run_1/registers.png
Scale bar: 20 um.
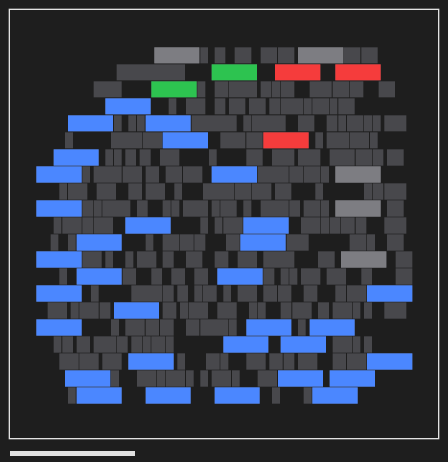
run_1/metal_stack.png
Scale bar: 20 um. Only two layers are drawn.
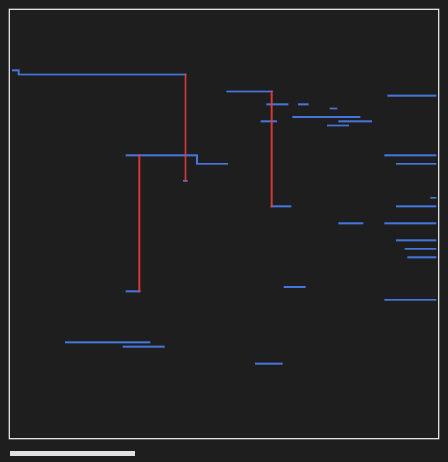
run_1/gate_families.png
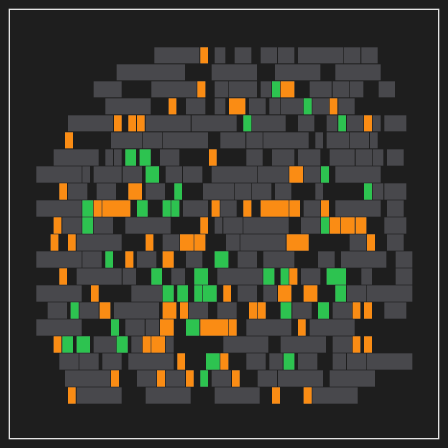
<file path="src/rtl/video_init_seq.sv">
// -----------------------------------------------------------------------------
// video_init_seq
//
// Board bring-up sequencer for the video decoder and encoder. After reset it
// drives a timed hardware-reset pulse on both devices (high / low / high), then
// launches an external register-configuration engine twice, first for the
// decoder and then for the encoder, using a start/done handshake. A NACK or a
// missing response restarts the whole sequence until the retry budget is
// exhausted. The result is reported to the video datapath as ready or fail.
//
// Ports:
//   clk        in   system clock
//   rst_in     in   synchronous, active-high reset
//   restart    in   single-cycle rerun request, honoured only in READY or FAIL
//   dec_rst_n  out  decoder hardware reset, active low
//   enc_rst_n  out  encoder hardware reset, active low
//   cfg_start  out  one-cycle launch pulse for the configuration engine
//   cfg_sel    out  configuration target (0 = decoder, 1 = encoder)
//   cfg_done   in   one-cycle pulse: configuration finished
//   cfg_err    in   one-cycle pulse: configuration failed
//   ready      out  high while in READY
//   fail       out  high while in FAIL
//   retry_cnt  out  retries consumed in the current run
//   state      out  current state encoding, for debug
// -----------------------------------------------------------------------------
module video_init_seq #(
  parameter int unsigned T_PRE       = 295000,
  parameter int unsigned T_RST       = 295000,
  parameter int unsigned T_POST      = 295000,
  parameter int unsigned CFG_TIMEOUT = 5900000,
  parameter int unsigned MAX_RETRY   = 3
) (
  input  logic       clk,
  input  logic       rst_in,
  input  logic       restart,
  output logic       dec_rst_n,
  output logic       enc_rst_n,
  output logic       cfg_start,
  output logic       cfg_sel,
  input  logic       cfg_done,
  input  logic       cfg_err,
  output logic       ready,
  output logic       fail,
  output logic [1:0] retry_cnt,
  output logic [2:0] state
);

  typedef enum logic [2:0] {
    S_IDLE    = 3'd0,
    S_PRE     = 3'd1,
    S_RST     = 3'd2,
    S_POST    = 3'd3,
    S_CFG_DEC = 3'd4,
    S_CFG_ENC = 3'd5,
    S_READY   = 3'd6,
    S_FAIL    = 3'd7
  } state_t;

  // Timer value on the last cycle of each timed phase (timer is 0 on entry).
  localparam logic [31:0] PRE_LAST  = T_PRE - 32'd1;
  localparam logic [31:0] RST_LAST  = T_RST - 32'd1;
  localparam logic [31:0] POST_LAST = T_POST - 32'd1;
  // In the configuration states timer 0 is the launch cycle, so timer N is
  // the N-th wait cycle; the attempt expires after CFG_TIMEOUT of them.
  localparam logic [31:0] TIMEOUT_LAST = CFG_TIMEOUT;
  localparam logic [1:0]  RETRY_LIMIT  = 2'(MAX_RETRY);

  state_t      state_r;
  logic [31:0] timer_r;
  logic [1:0]  retry_cnt_r;
  logic        dec_rst_n_r;
  logic        enc_rst_n_r;
  logic        cfg_start_r;
  logic        cfg_sel_r;
  logic        ready_r;
  logic        fail_r;

  logic        listen_s;
  logic        attempt_fail_s;
  logic        attempt_ok_s;
  logic        retry_left_s;

  // Qualify engine responses: only in a configuration state and never in the
  // launch cycle; an error beats a simultaneous done.
  always_comb begin
    listen_s       = 1'b0;
    attempt_fail_s = 1'b0;
    attempt_ok_s   = 1'b0;
    retry_left_s   = 1'b0;
    if (((state_r == S_CFG_DEC) || (state_r == S_CFG_ENC)) && (timer_r != 32'd0)) begin
      listen_s = 1'b1;
    end else begin
      listen_s = 1'b0;
    end
    attempt_fail_s = listen_s & (cfg_err | (~cfg_done & (timer_r == TIMEOUT_LAST)));
    attempt_ok_s   = listen_s & cfg_done & ~cfg_err;
    retry_left_s   = (retry_cnt_r < RETRY_LIMIT);
  end

  // Sequencer FSM: state, phase timer, retry accounting and registered outputs.
  always_ff @(posedge clk) begin
    if (rst_in) begin
      state_r     <= S_IDLE;
      timer_r     <= 32'd0;
      retry_cnt_r <= 2'd0;
      dec_rst_n_r <= 1'b1;
      enc_rst_n_r <= 1'b1;
      cfg_start_r <= 1'b0;
      cfg_sel_r   <= 1'b0;
      ready_r     <= 1'b0;
      fail_r      <= 1'b0;
    end else begin
      case (state_r)
        S_IDLE: begin
          state_r <= S_PRE;
          timer_r <= 32'd0;
        end

        S_PRE: begin
          if (timer_r == PRE_LAST) begin
            state_r     <= S_RST;
            timer_r     <= 32'd0;
            dec_rst_n_r <= 1'b0;
            enc_rst_n_r <= 1'b0;
          end else begin
            timer_r <= timer_r + 32'd1;
          end
        end

        S_RST: begin
          if (timer_r == RST_LAST) begin
            state_r     <= S_POST;
            timer_r     <= 32'd0;
            dec_rst_n_r <= 1'b1;
            enc_rst_n_r <= 1'b1;
          end else begin
            timer_r <= timer_r + 32'd1;
          end
        end

        S_POST: begin
          if (timer_r == POST_LAST) begin
            state_r     <= S_CFG_DEC;
            timer_r     <= 32'd0;
            cfg_start_r <= 1'b1;
            cfg_sel_r   <= 1'b0;
          end else begin
            timer_r <= timer_r + 32'd1;
          end
        end

        S_CFG_DEC, S_CFG_ENC: begin
          // Launch pulse lasts only the entry cycle.
          cfg_start_r <= 1'b0;
          if (attempt_fail_s) begin
            timer_r <= 32'd0;
            if (retry_left_s) begin
              // Every retry repeats the full reset pulse, not just the config.
              retry_cnt_r <= retry_cnt_r + 2'd1;
              state_r     <= S_PRE;
            end else begin
              state_r <= S_FAIL;
              fail_r  <= 1'b1;
            end
          end else if (attempt_ok_s) begin
            timer_r <= 32'd0;
            if (state_r == S_CFG_DEC) begin
              state_r     <= S_CFG_ENC;
              cfg_start_r <= 1'b1;
              cfg_sel_r   <= 1'b1;
            end else begin
              state_r <= S_READY;
              ready_r <= 1'b1;
            end
          end else begin
            timer_r <= timer_r + 32'd1;
          end
        end

        S_READY, S_FAIL: begin
          // Terminal states; late engine pulses are irrelevant here.
          if (restart) begin
            state_r     <= S_PRE;
            timer_r     <= 32'd0;
            retry_cnt_r <= 2'd0;
            ready_r     <= 1'b0;
            fail_r      <= 1'b0;
          end else begin
            timer_r <= 32'd0;
          end
        end

        default: begin
          state_r     <= S_IDLE;
          timer_r     <= 32'd0;
          retry_cnt_r <= 2'd0;
          dec_rst_n_r <= 1'b1;
          enc_rst_n_r <= 1'b1;
          cfg_start_r <= 1'b0;
          cfg_sel_r   <= 1'b0;
          ready_r     <= 1'b0;
          fail_r      <= 1'b0;
        end
      endcase
    end
  end

  assign dec_rst_n = dec_rst_n_r;
  assign enc_rst_n = enc_rst_n_r;
  assign cfg_start = cfg_start_r;
  assign cfg_sel   = cfg_sel_r;
  assign ready     = ready_r;
  assign fail      = fail_r;
  assign retry_cnt = retry_cnt_r;
  assign state     = state_r;

endmodule
</file>
<file path="config.mk">
export PLATFORM = sky130hd
export DESIGN_NAME = video_init_seq
export DESIGN_NICKNAME = d
export VERILOG_FILES = /design/src/rtl/video_init_seq.sv
export SDC_FILE = /design/constraint.sdc
export NUM_CORES = 1
export LEC_CHECK = 0
export CORE_MARGIN = 4
export CORE_UTILIZATION = 57
export CTS_CLUSTER_DIAMETER = 50
export DETAILED_ROUTE_END_ITERATION = 6
export GPL_ROUTABILITY_DRIVEN = 0
export PLACE_DENSITY = 0.78
export SYNTH_ARGS = -nofsm -noshare
export SYNTH_HDL_FRONTEND = slang
export SYNTH_SLANG_ARGS = --single-unit
</file>
<file path="constraint.sdc">
create_clock -name clk -period 2.8 [get_ports clk]
set_clock_uncertainty 0.2 [all_clocks]
set_input_delay 0.56 -clock clk [delete_from_list [all_inputs] [get_ports clk]]
set_output_delay 0.56 -clock clk [all_outputs]
set_load 0.1 [all_outputs]
</file>
==> flow_metrics.tcl, run 1 <==
# place-and-route summary
set metrics [dict create \
    path_class "input port to flip-flop" \
    grt_util_met2_pct 31.23 \
    synthArstFlopShare_pct 0 \
    sw_frac_of_total_pct 34.93 \
    p_leak_nw 0.8337 \
    path_depth 7 \
    setup_viol 0 \
    clock.fmax_ghz 0.3896 \
    portBuffers 15 \
    rsz0062_at_grt "no" \
    p_per_area_nw_per_um2 651.2 \
    ys_warn_count 0 \
    worst_ep_arrival_time_ns 2.56 \
    path_clk_slew_ns 0.08 \
    antenna_found_initial 0 \
    n_all_buffers 24 \
    grt_pass1_vias 1555 \
    hpwl_mm 3.047 \
    min_to "ready" \
    nMultiInputCombCells 184 \
    syn2layout_area_growth_pct 15.44 \
    sh_comb_area_pct 48.28 \
    comb_area_um2 1161 \
    drt_iter0_markers 128 \
    worstHoldPathType "flip-flop to flip-flop" \
    diodes 0 \
    drc 0 \
    grt_first_pass_wirelength_mm 6.982 \
    dp_cells 305 \
    critPathRequiredTime_ns 2.79 \
    status "finished clean" \
    inverters 9 \
    lay_top_count "nor2_1" \
    seq_share_pct 34.96 \
    synthTopCellsByArea "dfxtp_1 (40%), nor2_1 (8.3%), xor2_1 (6.7%)" \
    r2r_end "timer_r[29]" \
    fp.dieH_um 68.46 \
    wl_met2_mm 1.867 \
    yosysChipArea_um2 2083 \
    route.vias.total 1752 \
    yosys.area_share.aoi_pct 9.970 \
    m1WireLength_mm 2.059 \
    crit_path_top_delay_cell "clkdlybuf4s50_1" \
    end_kind "flip-flop" \
    vias_per_cell 5.597 \
    synth.area.mux_share_pct 0.4805 \
    slew-limit-headroom_pct 59.84 \
    avgSynthCellArea_um2 8.503 \
    wl_per_cell_um 13.29 \
    tightest_slew_ns 0.5968 \
    post_dp_cell_area_um2 2296 \
    p_clk_share_pct 29.8 \
    htree_num_levels 2 \
    gr-total-overflow 0 \
    coreArea_um2 3442 \
    cts-buffers-inserted 5 \
    adder_share_pct 1.802 \
    logic_family "simple AND/OR/NAND/NOR gates" \
    largest_register_ffs 32 \
    critPathMaxStageDelay_ns 0.44 \
    pg_comb_w 0.000429 \
    crit_fanout 4 \
    power_leader "registers" \
    gr-usage-met1_pct 26.76 \
    drive_gt1_share_pct 14.23 \
    stdcell_count 313 \
    setup_ws_ns 0.2334 \
    cts_tree "built" \
    grt_max_degree 33 \
    met3_length_um 175 \
    top_usage_layer "met2" \
    total_power_w 0.001566 \
    simple_gate_share_pct 30.45 \
    ys_cells 245 \
    cts_root_buffer "clkbuf_8" \
    fin_setup_tns_ns 0 \
    p_int_w 0.001019 \
    slew_viol_final 0 \
    bufAreaShareNonClock_pct 8.429 \
    synth-edff-count 0 \
    n_clock_buffer 5 \
    cts_resized 0 \
    dr.pass1.iters 4 \
    dieWidth_um 68.46 \
]
Back to the opening pictures, registers.png:
| colour | signal | flops |
|---|---|---|
| blue | `timer_r` | 32 |
| red | `state` | 3 |
| green | `retry_cnt` | 2 |
Seq. pwr: 0.000671 W
Register Area: 840.8 um^2
post-layout util: 69.87%

Back to the opening pictures, metal_stack.png:
| colour | layer | wire length |
|---|---|---|
| blue | met3 | 176 um |
| red | met4 | 57.1 um |
Post-Route WL: 4.159 mm
total track usage: 19.73%

Back to the opening pictures, gate_families.png:
| colour | family | cells | most used |
|---|---|---|---|
| orange | NOR gates | 67 | nor2_1 |
| green | NAND gates | 39 | nand2_1 |

==> run 2: changes to the inputs <==
- CORE_MARGIN: 4 -> 1
==> flow_metrics.tcl, run 2 <==
# place-and-route summary
set metrics [dict create \
    status "finished clean" \
    comb_area_um2 1161 \
    path_class "flip-flop to flip-flop" \
    vias_per_cell 5.650 \
    adder_share_pct 1.802 \
    path_depth 8 \
    path_clk_slew_ns 0.13 \
    dominant_cells "multi-input combinational cells" \
    nMultiInputCombCells 184 \
    ys_seq_share_pct 40.36 \
    largest_area_cell "dfxtp_1" \
    crit_path_top_delay_cell "or4_1" \
    n_all_buffers 22 \
    synthArstFlopShare_pct 0 \
    dp_cells 303 \
    crit_fanout 32 \
    lay_top_count "nor2_1" \
    min_to "cfg_sel" \
    stdcell_count 311 \
    rsz0062_at_grt "no" \
    ys_cells 245 \
    post_dp_cell_area_um2 2281 \
    crit_path_start_kind "flip-flop" \
    dieWidth_um 62.46 \
    top_cell_area_share_pct 40.36 \
    syn_nets 253 \
    cts_root_buffer "clkbuf_4" \
    yosys.area_share.aoi_pct 9.970 \
    worstHoldPathType "flip-flop to flip-flop" \
    power_leader "registers" \
    synth.area.mux_share_pct 0.4805 \
    gr-total-overflow 0 \
    simple_gate_share_pct 30.45 \
    clock_power_w 0.000388 \
    r2r_end "timer_r[13]" \
    portBuffers 15 \
    reg2reg_from "timer_r[27]" \
    bufAreaShareNonClock_pct 7.958 \
    pg_comb_w 0.000425 \
    flops 42 \
    diodes 0 \
    ys_ff 42 \
    cts_sinks 42 \
    max-vdd-ir-drop_mv 0.3337 \
    total_power_w 0.001486 \
    slew_viol_final 0 \
    drive_gt1_share_pct 13.58 \
    p_per_area_nw_per_um2 630.0 \
    wl_met2_mm 1.886 \
    htree_num_levels 2 \
    fin_setup_tns_ns 0 \
    switchingPower_w 0.0005458 \
    xor_share_pct 13.03 \
    syn2layout_area_growth_pct 13.21 \
    hold_viol_final 0 \
    yosysChipArea_um2 2083 \
    setup_viol 0 \
    cts-buffers-inserted 5 \
    most-common-layout-cells "nor2_1 (46), dfxtp_1 (42), buf_4 (17)" \
    p_clk_share_pct 26.1 \
    startpoint "timer_r[27]" \
    logic_family "simple AND/OR/NAND/NOR gates" \
    largest_register_ffs 32 \
    n_clock_buffer 5 \
    clock.fmax_ghz 0.3918 \
    cts_resized 0 \
    dr.pass1.iters 4 \
    wirelength_mm 4.213 \
    grt_max_degree 33 \
    holdPathStages 2 \
    die_area_um2 3901 \
    synthTopCellsByArea "dfxtp_1 (40%), nor2_1 (8.3%), xor2_1 (6.7%)" \
    critPathMaxStageDelay_ns 0.49 \
    fp.dieH_um 62.46 \
    grt_pass1_vias 1621 \
    inverters 9 \
    m1WireLength_mm 2.115 \
    worst_ep_arrival_time_ns 2.64 \
    io_pins 16 \
    slew-limit-headroom_pct 62.92 \
    synth_cell_types 47 \
    seq-power_w 0.000673 \
    route.vias.total 1757 \
    drt_iter0_markers 155 \
    sh_comb_area_pct 49.23 \
    seqCellArea_um2 840.8 \
    tightest_slew_ns 0.5511 \
    setup_ws_ns 0.2474 \
    crit_end "timer_r[13]" \
    ys_warn_count 0 \
    met3_length_um 166 \
    end_kind "flip-flop" \
    synth.cell_area_um2 2083 \
    sw_frac_of_total_pct 36.73 \
    grt_first_pass_wirelength_mm 7.452 \
    avgSynthCellArea_um2 8.503 \
    gr-usage-all-layers_pct 23.68 \
    hpwl_mm 3.020 \
    synth-edff-count 0 \
    wl_per_cell_um 13.55 \
    antenna_found_initial 0 \
    cts_tree "built" \
    p_leak_nw 0.8105 \
    drc 0 \
    p_int_w 0.0009401 \
    critPathRequiredTime_ns 2.89 \
]
run_2/cell_classes.png
Scale bar: 20 um.
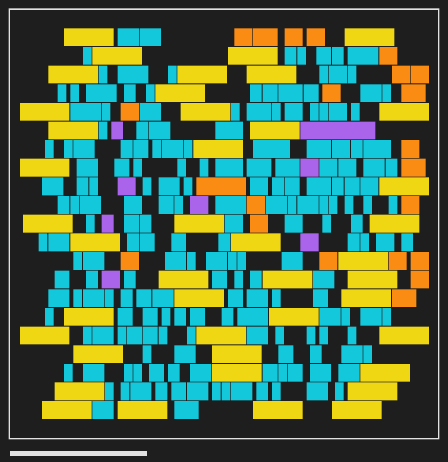
| colour | class | cells | share of their area |
|---|---|---|---|
| yellow | flip-flops | 42 | 37% |
| orange | other buffers and delay cells | 22 | 8.2% |
| purple | clock drivers and dummy loads | 8 | 3.4% |
| cyan | all other logic | 193 | 52% |
row cnt: 21
flop share of the area: 35.65%
post-layout util: 69.05%
core area: 3416 um^2

run_2/final_congestion.png
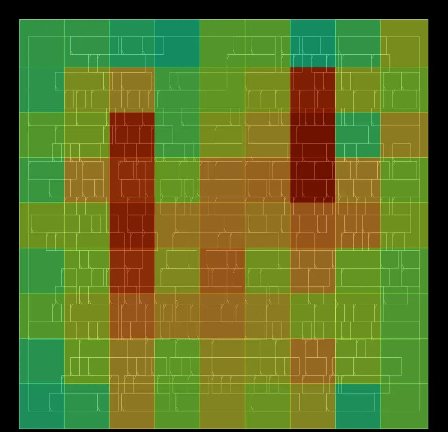
met3 usage: 4.380%
grt met1 use: 34.22%
GRT met2 Usage: 35.19%
GRT Max-Usage Layer: met2

==> run 3: changes to the inputs <==
- SKIP_LAST_GASP: not set -> 1
==> flow_metrics.tcl, run 3 <==
# place-and-route summary
set metrics [dict create \
    stdcell_count 311 \
    dieWidth_um 62.46 \
    synthTopCellsByArea "dfxtp_1 (40%), nor2_1 (8.3%), xor2_1 (6.7%)" \
    crit_path_top_delay_cell "or4_1" \
    p_per_area_nw_per_um2 630.0 \
    htree_num_levels 2 \
    grt_first_pass_wirelength_mm 7.452 \
    path_clk_slew_ns 0.13 \
    inverters 9 \
    drive_gt1_share_pct 13.58 \
    m1WireLength_mm 2.115 \
    ys_warn_count 0 \
    reg2reg_from "timer_r[27]" \
    power_leader "registers" \
    cts_tree "built" \
    adder_share_pct 1.802 \
    syn2layout_area_growth_pct 13.21 \
    min_to "cfg_sel" \
    hpwl_mm 3.020 \
    dr.pass1.iters 4 \
    portBuffers 15 \
    cts_resized 0 \
    vias_per_cell 5.650 \
    top_cell_area_share_pct 40.36 \
    seqCellArea_um2 840.8 \
    fin_setup_tns_ns 0 \
    path_depth 8 \
    worst_ep_arrival_time_ns 2.64 \
    xor_share_pct 13.03 \
    cts_sinks 42 \
    crit_end "timer_r[13]" \
    largest_register_ffs 32 \
    p_int_w 0.0009401 \
    grt_pass1_vias 1621 \
    rsz0062_at_grt "no" \
    wl_per_cell_um 13.55 \
    die_area_um2 3901 \
    n_clock_buffer 5 \
    diodes 0 \
    switchingPower_w 0.0005458 \
    startpoint "timer_r[27]" \
    yosys.area_share.aoi_pct 9.970 \
    wl_met2_mm 1.886 \
    status "finished clean" \
    comb_area_um2 1161 \
    io_pins 16 \
    setup_viol 0 \
    flops 42 \
    num_rows 21 \
    post_dp_cell_area_um2 2281 \
    critPathMaxStageDelay_ns 0.49 \
    avgSynthCellArea_um2 8.503 \
    setup_ws_ns 0.2474 \
    worstHoldPathType "flip-flop to flip-flop" \
    pg_comb_w 0.000425 \
    max-vdd-ir-drop_mv 0.3337 \
    ys_seq_share_pct 40.36 \
    met3_length_um 166 \
    route.vias.total 1757 \
    holdPathStages 2 \
    most-common-layout-cells "nor2_1 (46), dfxtp_1 (42), buf_4 (17)" \
    crit_path_start_kind "flip-flop" \
    hold_viol_final 0 \
    clock.fmax_ghz 0.3918 \
    gr-total-overflow 0 \
    tightest_slew_ns 0.5511 \
    ys_cells 245 \
    dp_cells 303 \
    grt_use_met3_pct 4.380 \
    fp.dieH_um 62.46 \
    dominant_cells "multi-input combinational cells" \
    critPathRequiredTime_ns 2.89 \
    grt_util_met2_pct 35.19 \
]
run_3/gate_families.png
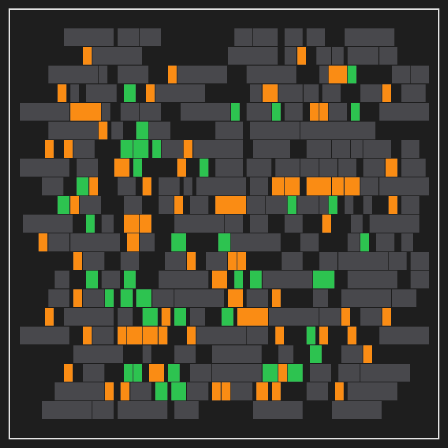
| colour | family | cells | most used |
|---|---|---|---|
| green | NAND gates | 39 | nand2_1 |
| orange | NOR gates | 67 | nor2_1 |

run_3/metal_stack.png
Scale bar: 20 um. Only two layers are drawn.
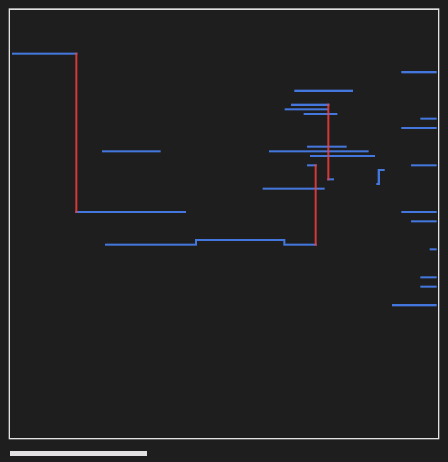
| colour | layer | wire length |
|---|---|---|
| red | met4 | 45.6 um |
| blue | met3 | 167 um |
Post-Route WL: 4.213 mm
total track usage: 23.68%

Power is estimated from default activity; no workload was simulated.
